Design uart_tx_sched, sky130hd; sources not shown.
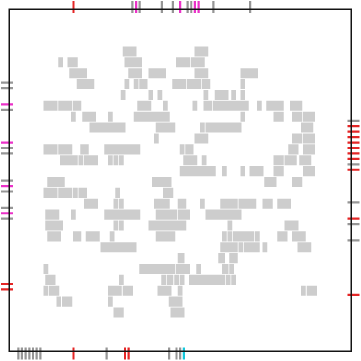
Run 1: ports around the boundary
(4 px per um) Pins as bars across the die edge, other pins in gray.
legend:
  busy:
    color: cyan
    pins: 1
    direction: output
    edge: bottom
  uart_addr:
    color: red
    pins: 16
    direction: output
    edge: 10 right, 3 bottom, 2 left, 1 top
  req1_data:
    color: magenta
    pins: 8
    direction: input
    edge: 4 left, 4 top
all pins by edge: 15 bottom, 15 left, 15 right, 13 top
Die Span Y: 85.2 um
Die Wd: 85.2 um
I/O Buffers: 43

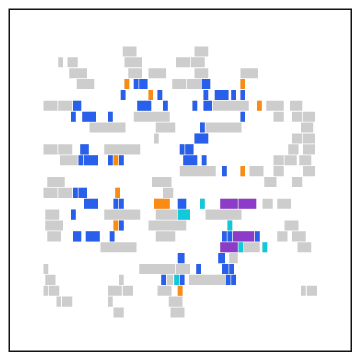
Run 1: gate-type map
(4 px per um)
legend:
  inverters:
    color: cyan
    cells: 6
    most_used: inv_1
  NAND gates:
    color: blue
    cells: 53
    most_used: nand2_1
  NOR gates:
    color: orange
    cells: 10
    most_used: nor2_1
  adder and majority cells:
    color: purple
    cells: 4
    most_used: ha_1
logic share of the area: 29.8%
final non-filler cell total: 215

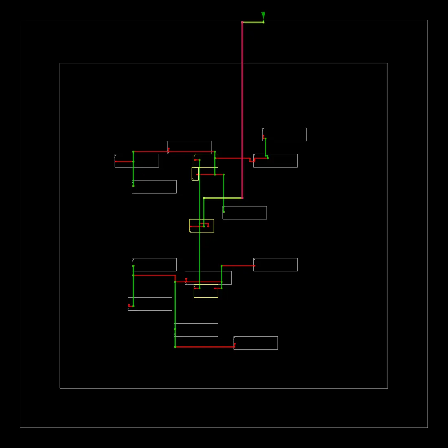
Run 1: clock nets
flip-flops: 12
Clock Power: 0.214 mW
Num CTS Buffers: 3
Clock Sinks: 12

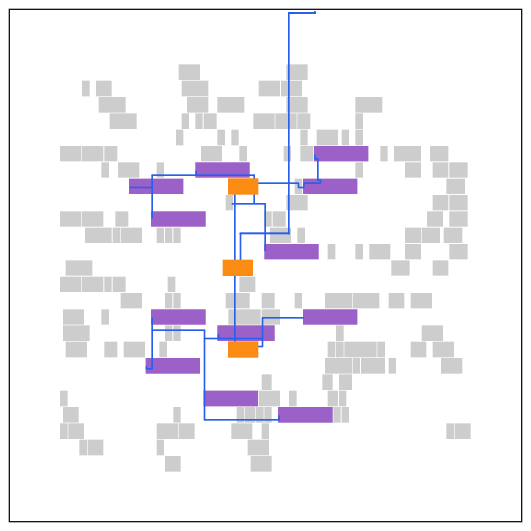
Run 1: clock distribution
(6 px per um)
legend:
  clock wires:
    color: blue
    length: 224 um
  flip-flops:
    color: purple
    count: 12
  cells driving clock nets:
    color: orange
    count: 3
routed clock nets: 4
clock power share: 11.2%
Late-Pin Clk Latency: 0.24 ns

==> qor.txt, run 1 <==
NumNets Final - 194
Tmin final - 2.11 ns
row count - 25
share of layout cells above drive strength 1 - 28.0%
drt wl/cell - 11.9 um
Yosys top cell area share - 32.0%
Max FO, Critical Path - 10
Tot GR Track Use - 7.27%
ant diodes - 0
vias in the first global route - 860
post-route clock period utilization - 97.3%
chip area - 7250 sq um
first-pass GRT wire length - 4160 um
placer congestion estimate - 0.699
post-CTS setup buffers - 1
PwrDens - 1310 nW/um^2
grt total ovfl - 0
DRC violation count after routing - 0
FFs w/ async S/R, synth - 100%
CTS tree - yes
I/O pin count - 58
Final Hold Violating Endpoints - 0
Final setup viols - 0
Yosys Instances - 107
worst path arrival time - 1.74 ns
top cells by count, synth - 33 x nand2_1, 16 x buf_4, 11 x dfrtp_1
WL met3 - 179 um
clock root cell - clkbuf_8
VDD IR max - 0.298 mV
EDFF count, synth - 0
critical path type - flop to primary output
Routed Antenna Nets - 0
grt met3 use - 1.74%
vias post-DR - 806
core box area - 4660 sq um
Mapped Avg Cell Area - 8.05 sq um
grt peak-use layer - met2
Finished Core Util - 31.3%
RSZ-0062 raised after global routing - yes
Max Slew Vio Count - 0
Seq cells post-synth - 12
Worst Tran Pin Value - 0.588 ns
worst r2r path cells - 7
Reg2Reg Setup Slack - 0.68 ns
met2 WL - 1210 um
initial antenna violation count - 0
DR iter-0 viols - 16
GR Util met1 - 8.74%
outcome - finished clean
CTS H-Tree Depth - 1
Cell area leaders - dfrtp_1 32%, nand2_1 14%, buf_4 14%
cell type with the largest total area - dfrtp_1
overall power - 1.91 mW
yosys stat area - 861 sq um
filler cell count - 504
drt first pass iters - 3
Max Freq - 474 MHz
leakage power - 0.870 nW
Max Used Layer - met4
Synth cell types - 19
area delta synth->final - 69.3%
yosys warns - 0
pin count of the biggest net entering global routing - 13
endpoint type of the worst setup path - primary output
worst hold path class - input port to asynchronous set/reset pin
met2 Use GR - 11.4%
DP HPWL - 2020 um
number of flip-flops in the largest register - 8
final WL - 2560 um
cell count after synthesis - 107
register area share after synthesis - 35.0%
post_cts resized - 12
met1 WL - 1130 um
Post-Syn Area - 861 sq um
ys flop type - dfrtp_1
most frequent cell after synthesis - nand2_1
CTS max path bufs - 2
data required time of the worst path - 1.80 ns
max cap viols - 0
## run 1: per-stage QoR
stage               TNS (ns)  std cells  cell area, sq um  setup WS, ns  hold WS (ns)
floorplan                  0        113               883         0.433        -0.229
global placement      -0.435        210              1380       -0.0637         0.333
detailed placement    -0.492        210              1380       -0.0798         0.333
CTS                        0        215              1440       0.00418         0.226
global route          -0.191        215              1460       -0.0353         0.256
finish                     0        215              1460        0.0582         0.202
## run 1: cells by family after synthesis
| kind of cell | share of synthesized area [%] |
|---|---|
| muxes | 1.74 |
| buffers and inverters | 17.7 |
| other | 0.436 |
| and+or+nand+nor | 38.7 |
| adders and majority gates | 5.81 |
| DFF | 35.0 |
| AOI/OAI and AO/OA | 0.581 |
## run 1: placed cells by master, fill, tap and decap left out, drive strengths merged
cell	count
clkdlybuf4s50	26
ha	4
clkbuf	4
o21ai	1
inv	6
nand3	11
dfrtp	11
nor2	10
dlygate4sd2	8
or2	2
buf	18
mux2	1
nand2	42
dfstp	1
conb	7
dlymetal6s2s	9
## run 1: worst max-delay path: stages (launching register included)
cell,delay (ns)
dfrtp_1,0.40
inv_1,0.08
ha_2,0.21
buf_6,0.15
or2_4,0.26
buf_4,0.13
dlygate4sd2_1,0.28
## run 1: report_power, final
group          leakage (nW)  internal, mW  switching [mW]  total [mW]
Sequential            0.145         0.346          0.0797       0.426
Combinational         0.702         0.675           0.596        1.27
Clock                0.0228         0.130          0.0844       0.214
Total                 0.870          1.15           0.760        1.91
## run 1: final cells by class
cell class                      instances  area, sq um  area share [%]
Timing Repair Buffer                   44          450            30.9
Multi-Input combinational cell         78          434            29.8
Sequential cell                        12          302            20.7
Buffer                                 17          131            9.01
Tap cell                               54         67.6            4.64
Clock buffer                            4         45.0            3.09
Inverter                                6         27.5            1.89
## Run 2: what changed since run 1
--- a/config.mk
+++ b/config.mk
@@ -8,6 +8,7 @@
 export ABC_AREA = 1
 export CELL_PAD_IN_SITES_DETAIL_PLACEMENT = 0
 export CELL_PAD_IN_SITES_GLOBAL_PLACEMENT = 2
+export CORE_ASPECT_RATIO = 0.9
 export CORE_MARGIN = 8
 export CORE_UTILIZATION = 18
 export DETAILED_ROUTE_END_ITERATION = 6
==> run 2 against run 1 <==
Net effect:
- combinational power grew 3%
- via count grew 1.2%
- clock-buffer cell count is the same
- largest power group unchanged
- maximum frequency grew 1.6%
- critical path type unchanged
- global-route usage is essentially flat
- synthesized cell count is the same
- highest routed layer unchanged
==> qor.txt, run 2 <==
outcome - finished clean (unchanged)
placer congestion estimate - 0.668 (was 0.699)
Clock Sinks - 12 (unchanged)
endpoint type of the worst setup path - primary output (unchanged)
CTS tree - yes (unchanged)
Slowest cell on crit path - dfrtp_2 (was dfrtp_1)
Max FO, Critical Path - 10 (unchanged)
most frequent cell after synthesis - nand2_1 (unchanged)
post-route clock period utilization - 95.8% (was 97.3%)
Placement Cell Area - 1400 sq um (was 1380 sq um)
Seq pwr share - 21.6% (was 22.3%)
logic area - 447 sq um (was 434 sq um)
Worst Tran Pin Value - 0.598 ns (was 0.588 ns)
ys flop type - dfrtp_1 (unchanged)
vias in the first global route - 814 (was 860)
Fin Hold WS - 0.199 ns (was 0.202 ns)
Reg2Reg Setup Slack - 0.56 ns (was 0.68 ns)
worst path arrival time - 1.71 ns (was 1.74 ns)
I/O pin count - 58 (unchanged)
Top cells excl fill/tap - 33 x nand2_1, 28 x clkdlybuf4s50_1, 17 x buf_4 (was 33 x nand2_1, 26 x clkdlybuf4s50_1, 17 x buf_4)
DRC violation count after routing - 0 (unchanged)
register area share after synthesis - 35.0% (unchanged)
area delta synth->final - 74.0% (was 69.3%)
switching share of total power - 39.3% (was 39.8%)
number of flip-flops in the largest register - 8 (unchanged)
core box area - 4710 sq um (was 4660 sq um)
DR iter-0 viols - 8 (was 16)
share of layout cells above drive strength 1 - 30.9% (was 28.0%)
Final Hold Violating Endpoints - 0 (unchanged)
Late-Pin Clk Latency - 0.24 ns (about the same)
dpl cells - 221 (was 210)
internal power - 1.21 mW (was 1.15 mW)
Routed Antenna Nets - 0 (unchanged)
CTS H-Tree Depth - 1 (unchanged)
Mapped Avg Cell Area - 8.05 sq um (unchanged)
grt met3 use - 2.10% (was 1.74%)
## run 2: timing repair
| action | in CTS | in global routing |
|---|---|---|
| buffers inserted | 2 | 0 |
| cloned | 0 | 0 |
| pin swaps | 1 | 0 |
| endpoints found under the setup margin | 17 | 16 |
| resized | 12 | 12 |
## run 2: logic make-up after synthesis
kind of cell               Yosys count  synth area share (%)
AOI/OAI and AO/OA                    1                 0.581
adders and majority gates            4                  5.81
buffers and inverters               23                  17.7
DFF                                 12                  35.0
muxes                                1                  1.74
other                                1                 0.436
and+or+nand+nor                     65                  38.7
## run 2: routing by layer
| metal | vias up | part of all wire (%) |
|---|---|---|
| li1 | 418 | - |
| met1 | 364 | 44 |
| met2 | 32 | 45 |
| met3 | 2 | 8.8 |
| met4 | 0 | 1.5 |
| met5 | - | 0 |
## run 2: critical path: cells and delay by family (launching register included)
kind          cells  cell delay, ns
buf+inv           3            0.55
simple gates      1            0.28
flops             1            0.44
fa+ha+maj         1            0.19
## run 2: layout make-up
cell class                      instances  area share [%]
Buffer                                 17            9.02
Clock buffer                            4            3.68
Inverter                                6            1.84
Multi-Input combinational cell         78            29.8
Sequential cell                        12            20.2
Tap cell                               65            5.43
Timing Repair Buffer                   45            30.0
## run 2: power groups by stage
stage / logic [mW] / clock network, mW / registers, mW
floorplan: 0.778 / 0 / 0.416
global placement: 1.36 / 0 / 0.426
global route: 1.46 / 0.271 / 0.449
finish: 1.31 / 0.250 / 0.429
CTS: 1.34 / 0.260 / 0.422
detailed placement: 1.36 / 0 / 0.428
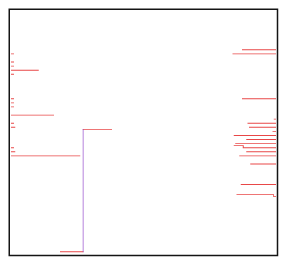
Run 2: metal layers overlaid
(3 px per um) Two of the layers only.
legend:
  met4:
    color: purple
    wire_length: 40.8 um
  met3:
    color: red
    wire_length: 232 um
final WL: 2620 um
Tot GR Track Use: 7.28%
vias post-DR: 816
drt wl/cell: 11.6 um

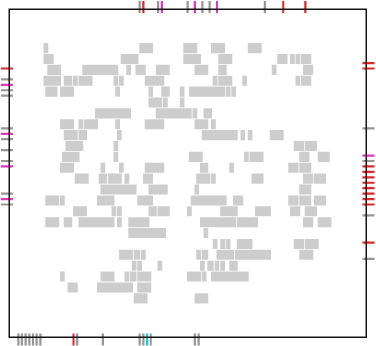
Run 2: ports around the boundary
(4 px per um) Pins as bars across the die edge, other pins in gray.
legend:
  busy:
    color: cyan
    pins: 1
    direction: output
    edge: bottom
  uart_addr:
    color: red
    pins: 16
    direction: output
    edge: 11 right, 3 top, 1 left, 1 bottom
  req1_data:
    color: magenta
    pins: 8
    direction: input
    edge: 4 left, 3 top, 1 right
all pins by edge: 16 bottom, 16 right, 14 left, 12 top
Die Span Y: 81.6 um
Die Wd: 88.9 um

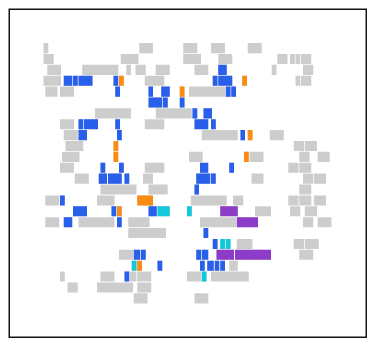
Run 2: gate-type map
(4 px per um)
legend:
  adder and majority cells:
    color: purple
    cells: 4
    most_used: ha_1
  inverters:
    color: cyan
    cells: 6
    most_used: inv_1
    where: bottom middle
  NAND gates:
    color: blue
    cells: 53
    most_used: nand2_1
  NOR gates:
    color: orange
    cells: 10
    most_used: nor2_1
Commonest Layout Cell: nand2_1
logic share of the area: 29.8%
final non-filler cell total: 227

Power is estimated from default activity; no workload was simulated.
